==> config.mk <==
export PLATFORM = sky130hd
export DESIGN_NAME = serial_alu_seq
export DESIGN_NICKNAME = d
export VERILOG_FILES = /design/src/rtl/serial_alu_pkg.sv /design/src/rtl/serial_alu_slice.sv /design/src/rtl/serial_alu_seq.sv
export SDC_FILE = /design/constraint.sdc
export NUM_CORES = 1
export LEC_CHECK = 0
export CELL_PAD_IN_SITES_DETAIL_PLACEMENT = 1
export CELL_PAD_IN_SITES_GLOBAL_PLACEMENT = 1
export CORE_MARGIN = 8
export CORE_UTILIZATION = 44
export CTS_BUF_LIST = sky130_fd_sc_hd__clkbuf_8
export CTS_CLUSTER_SIZE = 28
export DETAILED_ROUTE_END_ITERATION = 10
export PLACE_DENSITY = 0.87
export SYNTH_ARGS = -nofsm -noshare
export SYNTH_HDL_FRONTEND = slang
export SYNTH_HIERARCHICAL = 1
export SYNTH_SLANG_ARGS = --single-unit
export TNS_END_PERCENT = 5
==> constraint.sdc <==
create_clock -name clk -period 6.4 [get_ports clk]
set_clock_uncertainty 0.15 [all_clocks]
set_input_delay 1.6 -clock clk [delete_from_list [all_inputs] [get_ports clk]]
set_output_delay 1.6 -clock clk [all_outputs]
set_load 0.01 [all_outputs]
==> src/rtl/serial_alu_pkg.sv <==
// Shared encodings for the bit-serial ALU: control words, slice op field and sequencer states.
package serial_alu_pkg;

  localparam logic [3:0] CTRL_AND = 4'b0000;
  localparam logic [3:0] CTRL_OR  = 4'b0001;
  localparam logic [3:0] CTRL_ADD = 4'b0010;
  localparam logic [3:0] CTRL_SUB = 4'b0110;
  localparam logic [3:0] CTRL_SLT = 4'b0111;
  localparam logic [3:0] CTRL_NOR = 4'b1100;

  localparam logic [1:0] OP_AND = 2'b00;
  localparam logic [1:0] OP_OR  = 2'b01;
  localparam logic [1:0] OP_ADD = 2'b10;

  typedef enum logic [1:0] {S_IDLE, S_RUN, S_DONE} state_t;

endpackage

==> src/rtl/serial_alu_slice.sv <==
// Combinational 1-bit ALU slice with optional operand inversion; op 2'b11 yields zero.
module serial_alu_slice
  import serial_alu_pkg::*;
(
  input  logic       a,
  input  logic       b,
  input  logic       cin,
  input  logic       ainvert,
  input  logic       binvert,
  input  logic [1:0] op,
  output logic       result,
  output logic       cout
);

  logic aa;
  logic bb;

  always_comb begin
    aa     = a ^ ainvert;
    bb     = b ^ binvert;
    result = 1'b0;
    cout   = 1'b0;
    case (op)
      OP_AND: result = aa & bb;
      OP_OR:  result = aa | bb;
      OP_ADD: begin
        result = aa ^ bb ^ cin;
        cout   = (aa & bb) | (cin & (aa ^ bb));
      end
      default: begin
      end
    endcase
  end

endmodule

==> src/rtl/serial_alu_seq.sv <==
// Bit-serial ALU sequencer: steps one slice LSB-first over WIDTH cycles and reports result/flags.
module serial_alu_seq
  import serial_alu_pkg::*;
#(
  parameter int unsigned WIDTH = 8,
  localparam int unsigned CNT_W = $clog2(WIDTH)
) (
  input  logic             clk,
  input  logic             rst,
  input  logic             in_valid,
  output logic             in_ready,
  input  logic [WIDTH-1:0] in_a,
  input  logic [WIDTH-1:0] in_b,
  input  logic [3:0]       in_ctrl,
  output logic             out_valid,
  input  logic             out_ready,
  output logic [WIDTH-1:0] out_result,
  output logic             out_carry,
  output logic             out_zero,
  output logic             out_ovf,
  output logic             out_err
);

  localparam logic [CNT_W-1:0] LAST = CNT_W'(WIDTH - 1);

  state_t           state;
  logic [WIDTH-1:0] a_sh;
  logic [WIDTH-1:0] b_sh;
  logic [WIDTH-2:0] res_sh;
  logic [3:0]       ctrl;
  logic             carry;
  logic [CNT_W-1:0] cnt;

  logic [1:0]       slice_op;
  logic             slice_res;
  logic             slice_cout;
  logic [WIDTH-1:0] full_res;
  logic [WIDTH-1:0] fin_res;
  logic             fin_carry;
  logic             fin_ovf;
  logic             fin_err;
  logic             ovf_raw;

  // SLT shares the subtract datapath; only the final result is reshaped.
  assign slice_op = (ctrl == CTRL_SLT) ? OP_ADD : ctrl[1:0];

  serial_alu_slice u_slice (
    .a       (a_sh[0]),
    .b       (b_sh[0]),
    .cin     (carry),
    .ainvert (ctrl[3]),
    .binvert (ctrl[2]),
    .op      (slice_op),
    .result  (slice_res),
    .cout    (slice_cout)
  );

  // Flag finalisation, only meaningful on the MSB step where carry holds carry-into-MSB.
  always_comb begin
    full_res  = {slice_res, res_sh};
    ovf_raw   = carry ^ slice_cout;
    fin_res   = full_res;
    fin_carry = 1'b0;
    fin_ovf   = 1'b0;
    fin_err   = 1'b0;
    case (ctrl)
      CTRL_AND, CTRL_OR, CTRL_NOR: begin
      end
      CTRL_ADD, CTRL_SUB: begin
        fin_carry = slice_cout;
        fin_ovf   = ovf_raw;
      end
      CTRL_SLT: fin_res = {{(WIDTH - 1){1'b0}}, slice_res ^ ovf_raw};
      default: begin
        fin_res = '0;
        fin_err = 1'b1;
      end
    endcase
  end

  always_ff @(posedge clk) begin
    if (rst) begin
      state      <= S_IDLE;
      in_ready   <= 1'b1;
      out_valid  <= 1'b0;
      out_result <= '0;
      out_carry  <= 1'b0;
      out_zero   <= 1'b0;
      out_ovf    <= 1'b0;
      out_err    <= 1'b0;
      a_sh       <= '0;
      b_sh       <= '0;
      res_sh     <= '0;
      ctrl       <= '0;
      carry      <= 1'b0;
      cnt        <= '0;
    end else begin
      case (state)
        S_IDLE: begin
          if (in_valid) begin
            a_sh     <= in_a;
            b_sh     <= in_b;
            ctrl     <= in_ctrl;
            carry    <= in_ctrl[2];
            cnt      <= '0;
            in_ready <= 1'b0;
            state    <= S_RUN;
          end
        end
        S_RUN: begin
          a_sh   <= a_sh >> 1;
          b_sh   <= b_sh >> 1;
          res_sh <= full_res[WIDTH-1:1];
          carry  <= slice_cout;
          cnt    <= cnt + CNT_W'(1);
          if (cnt == LAST) begin
            out_result <= fin_res;
            out_carry  <= fin_carry;
            out_zero   <= (fin_res == '0);
            out_ovf    <= fin_ovf;
            out_err    <= fin_err;
            out_valid  <= 1'b1;
            state      <= S_DONE;
          end
        end
        S_DONE: begin
          if (out_ready) begin
            out_valid <= 1'b0;
            in_ready  <= 1'b1;
            state     <= S_IDLE;
          end
        end
        default: state <= S_IDLE;
      endcase
    end
  end

endmodule
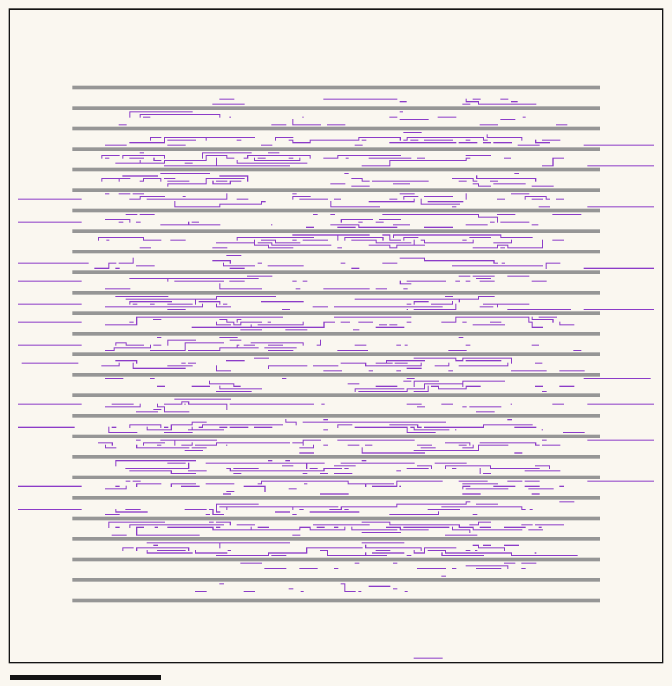
(images/m1.png)
The bar under the picture is 20 microns long. Supply wires on this layer in grey.
293 nets have wire on it. The longest straight run is 19.3 microns.

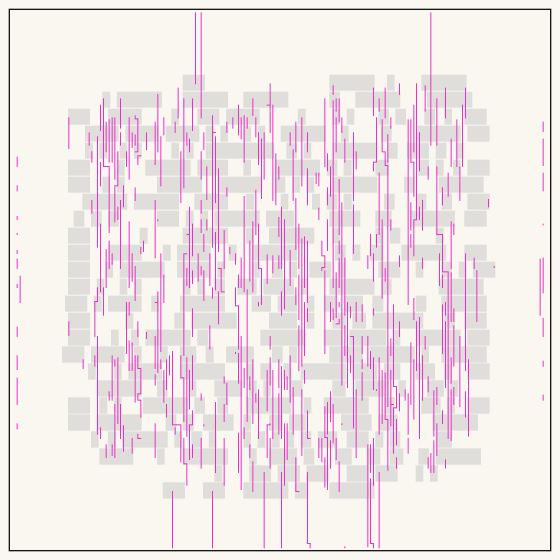
(images/m2.png)
The longest straight run is 38.6 microns. The layer holds 48% of the routed length. 264 nets have wire on it. The wires run mostly vertical. The layer carries 2,390 microns of wire.

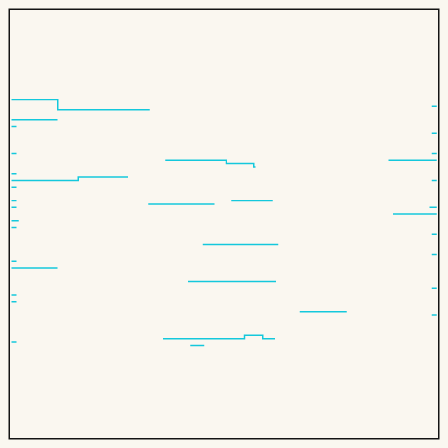
(images/m3.png)
The layer carries 213 microns of wire. The longest straight run is 18.4 microns. 31 nets have wire on it. The layer holds 4.2% of the routed length. The wires run mostly horizontal.

## routing by layer
layer	global-route usage, %	up-vias	part of all wire [%]	wire (microns)
li1	-	923	-	-
met1	16.3	886	47	2360
met2	23.9	40	48	2390
met3	3.88	6	4.2	212
met4	4.69	0	1.3	67
met5	0	-	0	0
## flip-flops by register name, summed over array words and instances (netlist names), 2 cells and up
name / cells
state: 2
a_sh: 8
out_result: 8
b_sh: 8
cnt: 3
ctrl: 4
res_sh: 7
## layout make-up
class | instances | area, sq um | share of cell area [%]
clock inverters | 3 | 43.8 | 1.66
multi-input cells | 187 | 1120 | 42.3
repair buffers | 39 | 380 | 14.4
inverters | 2 | 7.51 | 0.284
well taps | 67 | 83.8 | 3.17
flip-flops and latches | 47 | 941 | 35.6
clock buffers | 5 | 68.8 | 2.60
## power by group
group / internal, mW / total (mW) / switching [mW]
logic: 0.0420 / 0.0905 / 0.0485
clock network: 0.116 / 0.223 / 0.106
registers: 0.306 / 0.318 / 0.0118
## how the worst max path moves through the flow
stage / end / cells after the start / start
6_report: out_valid / 1 / out_valid
5_1_grt: in_ready / 1 / in_ready
4_1_cts: out_valid / 1 / out_valid
3_5_place_dp: b_sh[0] / 5 / in_valid
3_3_place_gp: cnt[0] / 6 / in_valid
2_1_floorplan: a_sh[4] / 4 / in_valid
## kinds of logic (layout without fill, tap and decap cells)
logic type / Yosys count / in the layout
AND/OR/NAND/NOR: 124 / 124
AND-OR/OR-AND: 52 / 52
flip-flops: 47 / 47
buffers and inverters: 21 / 49
adder cells (fa/ha/maj): 5 / 5
XOR/XNOR: 4 / 4
multiplexers: 2 / 2
## through the flow
step | power [mW] | cell area [sq um] | setup WS, ns | hold WS [ns]
2_1_floorplan | 0.390 | 2180 | 3.89 | 0.298
3_3_place_gp | 0.411 | 2530 | 3.31 | 0.287
3_5_place_dp | 0.416 | 2530 | 3.26 | 0.301
4_1_cts | 0.635 | 2650 | 3.40 | 0.314
5_1_grt | 0.654 | 2650 | 3.38 | 0.327
6_report | 0.631 | 2650 | 3.41 | 0.309
## cell usage in the layout (no fill, tap or decap), drive strengths merged, types with 2 or more instances in the layout
master / netlist / final
o21ai: 2 / 2
nand3: 11 / 11
ha: 4 / 4
nand2: 67 / 67
xor2: 3 / 3
a22oi: 2 / 2
clkdlybuf4s50: 0 / 36
a311oi: 14 / 14
nor2b: 2 / 2
dfxtp: 47 / 47
a21oi: 29 / 29
clkinv: 0 / 2
nor2: 29 / 29
nand2b: 4 / 4
clkbuf: 5 / 5
inv: 2 / 2
buf: 14 / 3
nor4: 2 / 2
==> results.tsv <==
metric	value	unit
status	finished, final reports clean	
routed_via_density	5.30	
tightest_slew	1.02	ns
antenna_left	0	
grt_pass1_wl	8570	microns
avgSynthCellArea	8.56	sq um
io_buffers	37	
yosys-stat-area	2180	sq um
dp.cells	342	
chip_area	7470	sq um
cts_buffer_depth	2	
power_density	239	nW/um^2
wirelength	5030	microns
edf_count	0	
fp_util	45.9	%
diodes	0	
hold_buffers	0	
ys_ff	47	
arrival	1.24	ns
top_area_share	43.1	%
mux_share	1.15	%
nets	311	
clk_pin_slew	0.09	ns
cellLeakagePower	0.960	nW
syn-instance-count	255	
fillers	576	
worstRegToRegCells	8	
syn-cell-area	2180	sq um
root_buffer	clkbuf_8	
holdPathStages	2	
die_x	86.4	microns
ys_warn_count	6	
finalSetupTns	0	ns
drc	0	
hold_viol_final	0	
xor_area_share	2.23	%
maxSlewHeadroom	32.1	%
place_congestion	0.730	
ff_type	dfxtp_1	
worstPathCellList	clkdlybuf4s50_1	
rrSetupSlack	3.64	ns
slowest_stage	clkdlybuf4s50_1	
path_max_fanout	3	
clk_latency	0.31	ns
ys_cells	255	
top_cells_by_area	dfxtp_1 (43%), nand2_1 (12%), a311oi_2 (8.9%)	
numCtsBuffers	5	
ios	38	
cpPeakStageDelay	0.56	ns
min_period_over_period	46.7	%
finalCriticalPeriod	2.99	ns
grt_usage	14.0	%
rsz0062_at_grt	false	
ctsResizeCount	0	
min_from	out_result[3]	
setup_viol	0	
crit-reg2reg-capture	out_zero	
initialDrtViolationCount	111	
whs_endpoint	out_result[3]	
synthArstFlopShare	0	%
aoi_share	19.3	%
grt_pass1_vias	1934	
vias	1855	
post_cts_buffers	0	
overflow	0	
layout.cells.non_filler	350	
drt_pass1_iterations	4	
drive_gt1_share	10.6	%
critPathTopFamily	buffers and inverters	
cts_tree	yes	
common_cells	nand2_1 (67), dfxtp_1 (47), a21oi_1 (29), nor2_1 (29), a311oi_2 (13)	
syn_nets	284	
critical_path_class	reg -> out	
logic_family	simple AND/OR/NAND/NOR gates	
row_count	25	
ir_worst_vdd	0.000135	V
ys_types	38	
postSynthSeqShare	43.1	%
r2r-start	ctrl[3]	
final_util	55.6	%
cp.required	4.65	ns
startpoint_type	flip-flop	
min_path_type	reg -> reg	
grt_max_degree	48	
dp_hpwl	3590	microns
simple_gate_area_share	25.4	%
critPathCaptureType	output pin	
maxSlewViolCount	0	
synth_top_cell_by_area	dfxtp_1	
tool_warnings	28	
fmax	0.334	GHz
area_growth	21.1	%
die_h	86.4	microns
core	4750	sq um
most_common_cell	nand2_1	
max_cap_viol_count	0	
htreeDepth	2	
antenna_found_initial	0	
adder_share	3.21	%
cts_num_sinks	47	
path_buffers	1	
avgRoutedWirePerCell	14.4	microns
Power figures rest on the tool's default switching activity, not on a simulated workload.
